===== config.mk =====
export PLATFORM = sky130hd
export DESIGN_NAME = dsp_mac_pipe_flat
export DESIGN_NICKNAME = d
export VERILOG_FILES = /design/src/rtl/dsp_mac_pipe_if.sv /design/src/rtl/dsp_mac_pipe.sv /design/src/flat_wrapper.sv
export SDC_FILE = /design/constraint.sdc
export NUM_CORES = 2
export LEC_CHECK = 0
export ABC_AREA = 1
export CORE_AREA = 2 2 303 305
export CTS_CLUSTER_SIZE = 24
export DETAILED_ROUTE_END_ITERATION = 7
export DIE_AREA = 0 0 305 307
export SYNTH_ARGS = -nofsm -noshare
export SYNTH_HDL_FRONTEND = slang
export SYNTH_SLANG_ARGS = --single-unit

===== constraint.sdc =====
create_clock -name clk -period 12.1 [get_ports clk]
set_input_delay 1.815 -clock clk [delete_from_list [all_inputs] [get_ports clk]]
set_output_delay 1.815 -clock clk [all_outputs]
set_load 0.1 [all_outputs]

===== src/rtl/dsp_mac_pipe_if.sv =====
// Streaming bus of one dsp_mac_pipe slice: sample input, result output, cascade and sticky clear.
// The master drives samples and consumes results; the slave is the MAC slice itself.
interface dsp_mac_pipe_if #(
  parameter int A_W = 18,
  parameter int B_W = 18,
  parameter int P_W = 48
);
  localparam int M_W = A_W + B_W + 1;

  logic                  in_valid;
  logic                  in_ready;
  logic signed [A_W-1:0] a;
  logic signed [B_W-1:0] b;
  logic signed [B_W-1:0] d;
  logic signed [P_W-1:0] c;
  logic signed [P_W-1:0] pcin;
  logic [7:0]            opmode;
  logic                  clr_sticky;
  logic                  out_valid;
  logic                  out_ready;
  logic signed [M_W-1:0] m;
  logic signed [P_W-1:0] p;
  logic signed [P_W-1:0] pcout;
  logic                  ovf;
  logic                  ovf_sticky;
  logic                  pat_det;

  modport master (
    output in_valid, a, b, d, c, pcin, opmode, clr_sticky, out_ready,
    input  in_ready, out_valid, m, p, pcout, ovf, ovf_sticky, pat_det
  );

  modport slave (
    input  in_valid, a, b, d, c, pcin, opmode, clr_sticky, out_ready,
    output in_ready, out_valid, m, p, pcout, ovf, ovf_sticky, pat_det
  );
endinterface


===== src/rtl/dsp_mac_pipe.sv =====
// Three-stage streaming MAC slice: pre-adder -> multiplier -> post-adder/accumulator,
// with per-sample opmode, valid/ready flow control, optional saturation and pattern detect.
module dsp_mac_pipe #(
  parameter int             A_W      = 18,
  parameter int             B_W      = 18,
  parameter int             P_W      = 48,
  parameter int             SAT_EN   = 1,
  parameter logic [P_W-1:0] PATTERN  = '0,
  parameter logic [P_W-1:0] PAT_MASK = '1
) (
  input logic           clk,
  input logic           rst_n,
  dsp_mac_pipe_if.slave bus
);
  localparam int M_W = A_W + B_W + 1;
  localparam int S_W = P_W + 2;

  // Stage 1: captured sample
  logic                  v1_reg;
  logic signed [A_W-1:0] a1_reg;
  logic signed [B_W-1:0] b1_reg;
  logic signed [B_W-1:0] d1_reg;
  logic signed [P_W-1:0] c1_reg;
  logic [7:0]            op1_reg;

  // Stage 2: product plus operands still needed by the post-adder
  logic                  v2_reg;
  logic signed [M_W-1:0] m2_reg;
  logic signed [P_W-1:0] c2_reg;
  logic [7:0]            op2_reg;

  // Stage 3: visible results
  logic                  v3_reg;
  logic signed [M_W-1:0] m_reg;
  logic signed [P_W-1:0] p_reg;
  logic                  ovf_reg;
  logic                  ovf_sticky_reg;

  logic adv;

  logic signed [B_W:0]   b_ext;
  logic signed [B_W:0]   d_ext;
  logic signed [B_W:0]   pre;
  logic signed [M_W-1:0] a_mul;
  logic signed [M_W-1:0] pre_mul;
  logic signed [M_W-1:0] prod;

  logic signed [S_W-1:0] x_ext;
  logic signed [S_W-1:0] z_ext;
  logic signed [S_W-1:0] cin_ext;
  logic signed [S_W-1:0] sum;
  logic                  ovf_next;
  logic signed [P_W-1:0] p_next;

  logic [P_W-1:0]        pat_bit;

  // The whole pipeline stalls only when a finished result is blocked downstream.
  assign adv          = !(v3_reg && !bus.out_ready);
  assign bus.in_ready = adv;

  // Pre-adder works one bit wider than b/d so d+b and d-b never wrap.
  always_comb begin
    b_ext = {b1_reg[B_W-1], b1_reg};
    d_ext = {d1_reg[B_W-1], d1_reg};
    pre   = b_ext;
    if (op1_reg[4]) begin
      pre = op1_reg[5] ? (d_ext - b_ext) : (d_ext + b_ext);
    end
    a_mul   = {{(B_W + 1){a1_reg[A_W-1]}}, a1_reg};
    pre_mul = {{A_W{pre[B_W]}}, pre};
    prod    = a_mul * pre_mul;
  end

  // Post-adder runs two bits wide so 2P and Z-(X+cin) are exact before range checking.
  always_comb begin
    x_ext = '0;
    case (op2_reg[1:0])
      2'b01:   x_ext = {{(S_W - M_W){m2_reg[M_W-1]}}, m2_reg};
      2'b10:   x_ext = {{2{p_reg[P_W-1]}}, p_reg};
      default: x_ext = '0;
    endcase

    z_ext = '0;
    case (op2_reg[3:2])
      2'b01:   z_ext = {{2{c2_reg[P_W-1]}}, c2_reg};
      2'b10:   z_ext = {{2{p_reg[P_W-1]}}, p_reg};
      2'b11:   z_ext = {{2{bus.pcin[P_W-1]}}, bus.pcin};
      default: z_ext = '0;
    endcase

    cin_ext = {{(S_W - 1){1'b0}}, op2_reg[7]};
    sum     = op2_reg[6] ? (z_ext - (x_ext + cin_ext)) : (z_ext + x_ext + cin_ext);

    ovf_next = (sum[S_W-1:P_W-1] != 3'b000) && (sum[S_W-1:P_W-1] != 3'b111);
    p_next   = sum[P_W-1:0];
    if ((SAT_EN != 0) && ovf_next) begin
      p_next = sum[S_W-1] ? {1'b1, {(P_W - 1){1'b0}}} : {1'b0, {(P_W - 1){1'b1}}};
    end
  end

  always_ff @(posedge clk or negedge rst_n) begin
    if (!rst_n) begin
      v1_reg         <= 1'b0;
      a1_reg         <= '0;
      b1_reg         <= '0;
      d1_reg         <= '0;
      c1_reg         <= '0;
      op1_reg        <= '0;
      v2_reg         <= 1'b0;
      m2_reg         <= '0;
      c2_reg         <= '0;
      op2_reg        <= '0;
      v3_reg         <= 1'b0;
      m_reg          <= '0;
      p_reg          <= '0;
      ovf_reg        <= 1'b0;
      ovf_sticky_reg <= 1'b0;
    end else begin
      if (adv) begin
        v1_reg <= bus.in_valid;
        if (bus.in_valid) begin
          a1_reg  <= bus.a;
          b1_reg  <= bus.b;
          d1_reg  <= bus.d;
          c1_reg  <= bus.c;
          op1_reg <= bus.opmode;
        end

        v2_reg <= v1_reg;
        if (v1_reg) begin
          m2_reg  <= prod;
          c2_reg  <= c1_reg;
          op2_reg <= op1_reg;
        end

        // Bubbles leave p/m/ovf untouched, so accumulation skips them.
        v3_reg <= v2_reg;
        if (v2_reg) begin
          p_reg   <= p_next;
          m_reg   <= m2_reg;
          ovf_reg <= ovf_next;
        end
      end

      if (adv && v2_reg && ovf_next) begin
        ovf_sticky_reg <= 1'b1;
      end else if (bus.clr_sticky) begin
        ovf_sticky_reg <= 1'b0;
      end
    end
  end

  genvar gi;
  generate
    for (gi = 0; gi < P_W; gi++) begin : g_pat
      assign pat_bit[gi] = !PAT_MASK[gi] || (p_reg[gi] == PATTERN[gi]);
    end
  endgenerate

  assign bus.pat_det    = &pat_bit;
  assign bus.out_valid  = v3_reg;
  assign bus.p          = p_reg;
  assign bus.pcout      = p_reg;
  assign bus.m          = m_reg;
  assign bus.ovf        = ovf_reg;
  assign bus.ovf_sticky = ovf_sticky_reg;
endmodule


===== src/flat_wrapper.sv =====
// flat-port wrapper written by rule: the top's interface ports become plain ports
module dsp_mac_pipe_flat 
#(
  parameter int             A_W      = 18,
  parameter int             B_W      = 18,
  parameter int             P_W      = 48,
  parameter int             SAT_EN   = 1,
  parameter logic [P_W-1:0] PATTERN  = '0,
  parameter logic [P_W-1:0] PAT_MASK = '1
)
  (clk, rst_n, bus_in_valid, bus_a, bus_b, bus_d, bus_c, bus_pcin, bus_opmode, bus_clr_sticky, bus_out_ready, bus_in_ready, bus_out_valid, bus_m, bus_p, bus_pcout, bus_ovf, bus_ovf_sticky, bus_pat_det);
  dsp_mac_pipe_if #(.A_W(A_W), .B_W(B_W), .P_W(P_W)) bus_i ();
  input logic clk;
  input logic rst_n;
  input wire logic [$bits(bus_i.in_valid)-1:0] bus_in_valid;
  input wire logic [$bits(bus_i.a)-1:0] bus_a;
  input wire logic [$bits(bus_i.b)-1:0] bus_b;
  input wire logic [$bits(bus_i.d)-1:0] bus_d;
  input wire logic [$bits(bus_i.c)-1:0] bus_c;
  input wire logic [$bits(bus_i.pcin)-1:0] bus_pcin;
  input wire logic [$bits(bus_i.opmode)-1:0] bus_opmode;
  input wire logic [$bits(bus_i.clr_sticky)-1:0] bus_clr_sticky;
  input wire logic [$bits(bus_i.out_ready)-1:0] bus_out_ready;
  output wire logic [$bits(bus_i.in_ready)-1:0] bus_in_ready;
  output wire logic [$bits(bus_i.out_valid)-1:0] bus_out_valid;
  output wire logic [$bits(bus_i.m)-1:0] bus_m;
  output wire logic [$bits(bus_i.p)-1:0] bus_p;
  output wire logic [$bits(bus_i.pcout)-1:0] bus_pcout;
  output wire logic [$bits(bus_i.ovf)-1:0] bus_ovf;
  output wire logic [$bits(bus_i.ovf_sticky)-1:0] bus_ovf_sticky;
  output wire logic [$bits(bus_i.pat_det)-1:0] bus_pat_det;
  assign bus_i.in_valid = bus_in_valid;
  assign bus_i.a = bus_a;
  assign bus_i.b = bus_b;
  assign bus_i.d = bus_d;
  assign bus_i.c = bus_c;
  assign bus_i.pcin = bus_pcin;
  assign bus_i.opmode = bus_opmode;
  assign bus_i.clr_sticky = bus_clr_sticky;
  assign bus_i.out_ready = bus_out_ready;
  assign bus_in_ready = bus_i.in_ready;
  assign bus_out_valid = bus_i.out_valid;
  assign bus_m = bus_i.m;
  assign bus_p = bus_i.p;
  assign bus_pcout = bus_i.pcout;
  assign bus_ovf = bus_i.ovf;
  assign bus_ovf_sticky = bus_i.ovf_sticky;
  assign bus_pat_det = bus_i.pat_det;
  dsp_mac_pipe #(.A_W(A_W), .B_W(B_W), .P_W(P_W), .SAT_EN(SAT_EN), .PATTERN(PATTERN), .PAT_MASK(PAT_MASK)) u_core (.clk(clk), .rst_n(rst_n), .bus(bus_i));
endmodule

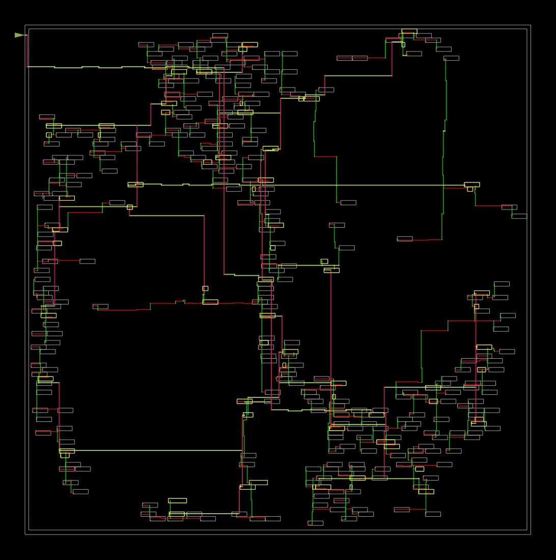
Figure 1: clock wiring as the flow saved it.
clk sink count: 291
Clock Skew: 42.8 ps

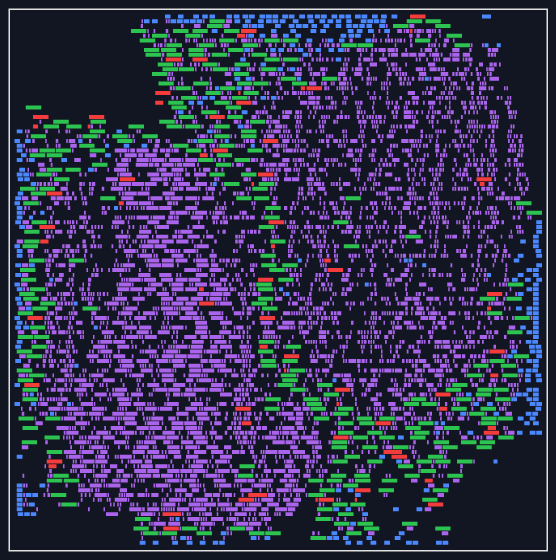
Figure 2: placement by cell class.
green -> flops  # cells 291, share of their area 18%
blue -> other buffers and delay cells  # cells 334, share of their area 8.3%
red -> clock drivers and dummy loads  # cells 70, share of their area 3.4%
purple -> combinational and other logic  # cells 4497, share of their area 70%

==> results.sh <==
# source this file to load flow results
export IMPL_endpoint="u_core.m2_reg[32]"
export IMPL_clk_share=0.0330
export IMPL_buffers=334
export IMPL_maxCapViolCount=0
export IMPL_worst_setup_path_end_kind="register"
export IMPL_synth_top_cell_by_count="nand2_1"
export IMPL_ys_ff=291
export IMPL_fp_util=0.395
export IMPL_drt_wl_total_um=138000
export IMPL_post_cts_buffers=0
export IMPL_place_congestion=1.06
export IMPL_ys_types=49
export IMPL_wl_met3_um=9830
export IMPL_syn_nets=5747
export IMPL_use_met2=0.491
export IMPL_logic_family="adder cells"
export IMPL_cpMaxStageDelayCell="fa_1"
export IMPL_critPathLaunchType="register"
export IMPL_seqCellArea_um2=7280
export IMPL_critPathMaxStageDelay_ps=1020
export IMPL_status="finished clean"
export IMPL_grt_pass1_vias=33200
export IMPL_fin_crit_ps=9680
export IMPL_cts_resized=0
export IMPL_met3_usage=0.0448
export IMPL_crit_start="u_core.b1_reg[0]"
export IMPL_viasPerCell=5.22
export IMPL_yosysChipArea_um2=35800
export IMPL_io_buffers=300
export IMPL_ctsRootBufferMaster="clkbuf_16"
export IMPL_n_all_inverters=959
export IMPL_finalMaxSlewViolations=0
export IMPL_worst_r2r_path_depth=37
export IMPL_grt_max_degree=112
export IMPL_gr_usage_all_layers=0.293
export IMPL_hold_depth=2
export IMPL_placedCellCount=6308
export IMPL_seq_share=0.178
export IMPL_ys_flop_type="dfrtp_1"
export IMPL_comb_area_um2=23900
export IMPL_drive_gt1_frac=0.0570
-- metrics by stage --
step	setup slack, ps	instance area (µm²)	utilization	hold slack (ps)
CTS	2420	40900	0.451	474
finish	2420	40900	0.451	466
global placement	2500	39600	0.436	456
global route	1620	40900	0.451	500
detailed placement	2420	39600	0.436	459
floorplan	3590	35800	-	432
-- cell families after synthesis --
family                   after synthesis
AND-OR/OR-AND                        784
XOR/XNOR                              87
adder cells (fa/ha/maj)              600
buffers and inverters               1155
flip-flops                           291
multiplexers                          53
AND/OR/NAND/NOR                     2014
